[src/rtl/alu_exec_stage.sv]
// Execute stage around a combinational 16-bit ALU: latches one op, captures result and {Z,N,C,V}.
// Optional ALU_EXEC_ACC_EN adds in_acc_sel and an accumulator that can stand in for operand A.
module alu_exec_stage #(
   parameter int DST_W = 3
) (
   input  logic             clk,
   input  logic             rst_n,
   input  logic             in_valid,
   output logic             in_ready,
   input  logic [2:0]       in_op,
`ifdef ALU_EXEC_ACC_EN
   input  logic             in_acc_sel,
`endif
   input  logic [15:0]      in_a,
   input  logic [15:0]      in_b,
   input  logic [DST_W-1:0] in_dst,
   output logic [2:0]       alu_op,
   output logic [15:0]      alu_in0,
   output logic [15:0]      alu_in1,
   input  logic [15:0]      alu_out,
   output logic             res_valid,
   input  logic             res_ready,
   output logic [15:0]      res_data,
   output logic [DST_W-1:0] res_dst,
   output logic [3:0]       res_flags
);

   localparam logic [2:0] OP_ADD = 3'b001;
   localparam logic [2:0] OP_SUB = 3'b010;

   typedef enum logic [1:0] {IDLE, EXEC, HOLD} state_t;

   state_t           state_reg, state_next;
   logic [2:0]       op_reg;
   logic [15:0]      a_reg, b_reg;
   logic [DST_W-1:0] dst_reg;
   logic             accept;
   logic [15:0]      a_sel;
   logic [15:0]      add_sum;
   logic             c_flag, v_flag;
   logic [3:0]       flags_next;

`ifdef ALU_EXEC_ACC_EN
   logic [15:0] acc_reg;
   assign a_sel = in_acc_sel ? acc_reg : in_a;
`else
   assign a_sel = in_a;
`endif

   assign alu_op  = op_reg;
   assign alu_in0 = a_reg;
   assign alu_in1 = b_reg;

   always_comb begin
      state_next = state_reg;
      in_ready   = 1'b0;
      case (state_reg)
         IDLE: begin
            in_ready = 1'b1;
            if (in_valid) state_next = EXEC;
         end
         EXEC: state_next = HOLD;
         HOLD: begin
            // Retiring and accepting on the same edge keeps the 2-cycle cadence.
            in_ready = res_ready;
            if (res_ready) state_next = in_valid ? EXEC : IDLE;
         end
         default: state_next = IDLE;
      endcase
      accept = in_valid & in_ready;
   end

   // Unsigned add overflow shows up as a wrapped sum smaller than an addend.
   assign add_sum = a_reg + b_reg;

   always_comb begin
      c_flag = 1'b0;
      v_flag = 1'b0;
      case (op_reg)
         OP_ADD: begin
            c_flag = (add_sum < a_reg);
            v_flag = (a_reg[15] == b_reg[15]) && (alu_out[15] != a_reg[15]);
         end
         OP_SUB: begin
            c_flag = (a_reg < b_reg);
            v_flag = (a_reg[15] != b_reg[15]) && (alu_out[15] != a_reg[15]);
         end
         default: ;
      endcase
      flags_next = {(alu_out == 16'h0000), alu_out[15], c_flag, v_flag};
   end

   always_ff @(posedge clk or negedge rst_n) begin
      if (!rst_n) begin
         state_reg <= IDLE;
         op_reg    <= '0;
         a_reg     <= '0;
         b_reg     <= '0;
         dst_reg   <= '0;
         res_valid <= 1'b0;
         res_data  <= '0;
         res_dst   <= '0;
         res_flags <= '0;
`ifdef ALU_EXEC_ACC_EN
         acc_reg   <= '0;
`endif
      end else begin
         state_reg <= state_next;
         if (accept) begin
            op_reg  <= in_op;
            a_reg   <= a_sel;
            b_reg   <= in_b;
            dst_reg <= in_dst;
         end
         if (state_reg == EXEC) begin
            res_data  <= alu_out;
            res_dst   <= dst_reg;
            res_flags <= flags_next;
            res_valid <= 1'b1;
`ifdef ALU_EXEC_ACC_EN
            acc_reg   <= alu_out;
`endif
         end else if (state_reg == HOLD && res_ready) begin
            res_valid <= 1'b0;
         end
      end
   end

endmodule

[config.mk]
export PLATFORM = sky130hd
export DESIGN_NAME = alu_exec_stage
export DESIGN_NICKNAME = d
export VERILOG_FILES = /design/src/rtl/alu_exec_stage.sv
export SDC_FILE = /design/constraint.sdc
export NUM_CORES = 1
export LEC_CHECK = 0
export CORE_MARGIN = 1.5
export CORE_UTILIZATION = 45
export CTS_CLUSTER_SIZE = 20
export DETAILED_ROUTE_END_ITERATION = 10
export PLACE_DENSITY = 0.75
export SETUP_SLACK_MARGIN = 0.05
export SLEW_MARGIN = 30
export SYNTH_ARGS = -nofsm -noshare
export SYNTH_HDL_FRONTEND = slang
export SYNTH_SLANG_ARGS = --single-unit
export TNS_END_PERCENT = 5
[constraint.sdc]
create_clock -name clk -period 4.1 [get_ports clk]
set_input_delay 0.615 -clock clk [delete_from_list [all_inputs] [get_ports clk]]
set_output_delay 0.615 -clock clk [all_outputs]
set_load 0.01 [all_outputs]
==> flow_summary_export.csv <==
group,metric,value,unit
synthesis,edf_count,0,
final_timing,post-route-min-period,3.32,ns
worst_setup_path,path_max_fanout,5,
synthesis,avgSynthCellArea,10.0,µm²
clock_tree,postCtsHoldBufs,0,
finish,syn2layout_area_growth,39.6,%
drt,drc,0,
synthesis,async_flop_share,100,%
grt,grt_pass1_wl,15400,µm
worst_setup_path,worstSetupPathType,"flip-flop to flip-flop",
grt,grtUsageMet2,37.0,%
worst_setup_path,critPathLaunchType,"flip-flop",
synthesis,mux_share,8.04,%
grt,globalRouteOverflowTotal,0,
synthesis,syn_area,0.00378,mm²
clock_tree,insertion_delay,0.34,ns
clock_tree,h-tree-depth,3,
drt,wl_per_cell,15.3,µm
floorplan,io-pin-count,118,
placement,postPlaceCellArea,0.00505,mm²
clock_tree,cts.path.max_buffers,2,
placement,io_buffer_count,117,
run,cap_violations,0,
worst_setup_path,cp.arrival,3.53,ns
final_timing,fin_tns_setup,0,ns
synthesis,synth_cell_types,43,
synthesis,ys_top_logic_family,"AND-OR/OR-AND gates",
finish,final_cell_area,0.00528,mm²
grt,gr-usage-met1,28.8,%
status,outcome,"completed",
placement,globalplace.congestion,0.879,
synthesis,ys_seq_elements,63,
worst_setup_path,path_delay_family,"AND-OR/OR-AND gates",
placement,dp.cells,590,
worst_setup_path,end_kind,"flip-flop",
hold_path,min_path_type,"primary input to asynchronous set/reset pin",
final_timing,setup_viol,0,
synthesis,yosys.area.top_type,"dfrtp_1",
drt,vias_per_cell,5.21,
synthesis,ff_type,"dfrtp_1",
grt,track_usage,22.0,%
floorplan,initCoreUtil,46.2,%
worst_setup_path,cp_common_cell,"ha_1",
drt,drt_iter0_drc,143,
drt,vias,3157,
synthesis,top_cells_by_area,"dfrtp_1, ha_1, mux2_2, o21ai_0, inv_1",
final_timing,max_freq,301,MHz
grt,antenna_found_initial,0,
grt,grt_max_degree,46,
clock_tree,clk_pin_slew,0.08,ns
grt,grt-busiest-layer,"met2",
final_timing,worstMarginPinSlew,0.671,ns
finish,layout_top_cells,"clkdlybuf4s50_1, dfrtp_1, ha_1",
synthesis,top_area_share,41.7,%
clock_tree,cts_made_buffers,9,
final_timing,maxSlewHeadroom,54.1,%
finish,finalNetCount,598,
synthesis,synth_seq_share,41.7,%
final_timing,hold_violations,0,
clock_tree,post_cts_resize_count,0,
grt,grtUsageMet3,3.30,%
drt,wirelength,9280,µm
final_timing,fin_crit_sh,81.0,%
synthesis,syn-num-nets,479,
floorplan,die_y,94.7,µm
final_timing,finalClockSkew,0.00827,ns
power_and_ir_drop,p_per_area,621,mW/mm²
synthesis,synth_warnings,0,
placement,hpwl,7270,µm
synthesis,ys_sh_xor,3.48,%
finish,drive_gt1_share,11.0,%
finish,diodes,0,
synthesis,fa_ha_area_share,14.8,%
worst_setup_path,crit_chain,"inv_1 > ha_1 > nor2_1 > a311oi_2 > o21ai_2 > o41ai_4 > o221ai_2 > xnor2_1 > ha_1 > nand4_1 > or3_1 > a211oi_1 > o32ai_1",
finish,lay_top_count,"clkdlybuf4s50_1",
floorplan,die_x,94.7,µm
worst_setup_path,cpPeakStageDelay,0.44,ns
clock_tree,cts_root_buf,"clkbuf_8",
final_timing,rsz0062_at_grt,"no",
worst_setup_path,crit_path_top_delay_cell,"a311oi_2",
synthesis,synthCells,377,
power_and_ir_drop,peakVddDrop,0.354,mV
worst_setup_path,cp.required,4.31,ns
run,warnings,41,
finish,final_cells,606,
clock_tree,cts_sinks,63,
final_timing,slew_viol_final,0,
grt,grt_pass1_vias,3241,
clock_tree,cts_tree,"yes",
synthesis,yosysCellCount,377,
clock_tree,postCtsSetupRepairBufs,0,
synthesis,ys_sh_simple,10.7,%
floorplan,chipArea,0.00896,mm²
power_and_ir_drop,finalPower,3.28,mW
drt,drt_pass1_iterations,4,
synthesis,aoi_share,15.7,%
power_and_ir_drop,p_leak,2.30,nW
synthesis,yosys_area,0.00378,mm²
## Yosys cell counts, drive strengths merged (2+ instances only)
cell,count
o211ai,4
a2111oi,3
xnor2,13
or4,2
nand3,2
inv,42
dfrtp,63
ha,43
clkbuf,8
a311oi,2
xor2,2
nor4,5
nor2b,6
a21o,4
o41ai,2
nand4,6
mux2,27
o21bai,2
nand2,39
nor2,15
nand2b,6
a21oi,18
buf,4
o31ai,2
nor3,3
or3,2
o21ai,38
a211oi,5
## kinds of logic (layout without fill, tap and decap cells)
family	count (synthesis)	after routing
adders and majority gates	44	44
xor gates and xnor gates	15	15
AOI/OAI and AO/OA	87	87
muxes	27	27
and+or+nand+nor	87	87
buffers and inverters	54	178
DFF	63	63
## power breakdown
group	switching, mW	internal (mW)	total, mW
Clock	0.274	0.349	0.623
Combinational	0.826	0.875	1.70
Sequential	0.148	0.807	0.955
## routing by layer
metal,routed length (µm),vias up
met1,4120,1526
met2,4600,75
met3,409,13
met5,0,-
met4,146,0
li1,-,1543
## final timing paths
path	start	endpoint	slack, ns	depth (start not counted)
setup / recovery	alu_in1[2]	res_flags[1]	0.78	13
hold / removal	rst_n	alu_in1[3]	0.25	1
setup reg to reg	alu_in1[2]	res_flags[1]	0.78	13
hold reg to reg	state_reg[1]	res_valid	0.50	1
max in group asynchronous	rst_n	alu_in1[11]	3.15	2
min in group clk	state_reg[1]	res_valid	0.50	1
## worst register-to-register path: cells and delay by family (launching register included)
| family | cells | cell delay (ns) |
|---|---|---|
| flops | 1 | 0.38 |
| xor+xnor | 1 | 0.14 |
| buf+inv | 1 | 0.07 |
| compound gates | 6 | 1.37 |
| fa+ha+maj | 2 | 0.68 |
| simple gates | 3 | 0.56 |
## stage by stage
step | hold slack (ns) | utilization (%) | setup WS (ns)
3_5_place_dp | 0.485 | 61.8 | 0.769
6_report | 0.253 | 64.5 | 0.778
2_1_floorplan | 0.319 | - | 1.04
3_3_place_gp | 0.460 | 61.8 | 0.892
5_1_grt | 0.308 | 64.5 | 0.529
4_1_cts | 0.451 | 64.5 | 0.746
## layout make-up
cell class,count,area (µm²)
tap,105,131
inverter,42,158
multi-input combinational,260,1990
fill,691,2900
clock buffer,9,124
timing repair buffer,120,1190
clock inverter,7,101
sequential,63,1580
**Signal wires by layer**

Scale: 3 px per µm. Two of the layers only.
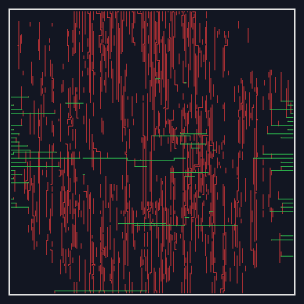
M3: marked green, wire length 410 µm. M2: marked red, wire length 4600 µm.

**Wires at chosen ports, followed through buffers**

Scale: 3 px per µm.
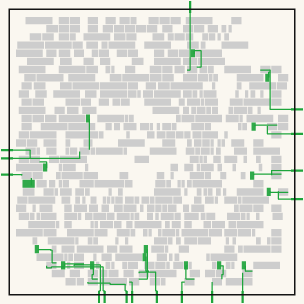
in_a: marked green, direction input, end cells 16, buffers 16, wire 319 µm.

**Cell outlines without signal wires**

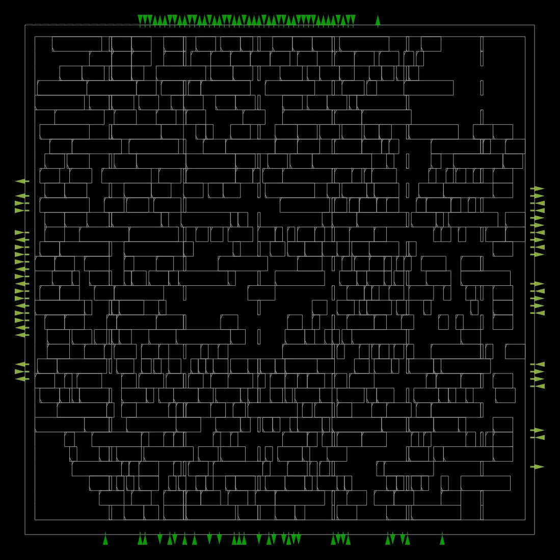
total number of sequential cells: 63
num rows: 33
CORE AREA: 0.00818 mm²

**Signal wires on met2**

Scale: 4 px per µm.
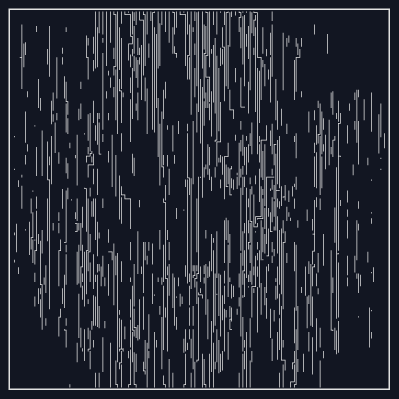
The layer holds 50% of the routed length. 519 nets have wire on it. The layer carries 4600 µm of wire. The longest straight run is 37.7 µm.

**I/O pins on the die edge**

Scale: 4 px per µm. Pins as bars across the die edge, other pins in grey.
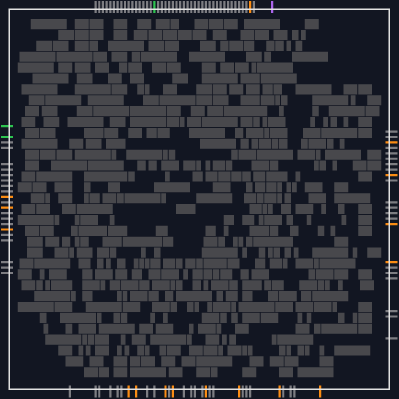
res_valid: marked purple, pins 1, direction output, edge top. in_a: marked orange, pins 16, direction input, edge 8 bottom, 4 right, 3 left, 1 top. res_dst: marked green, pins 3, direction output, edge 2 left, 1 top.

Power and IR drop assume default switching activity.
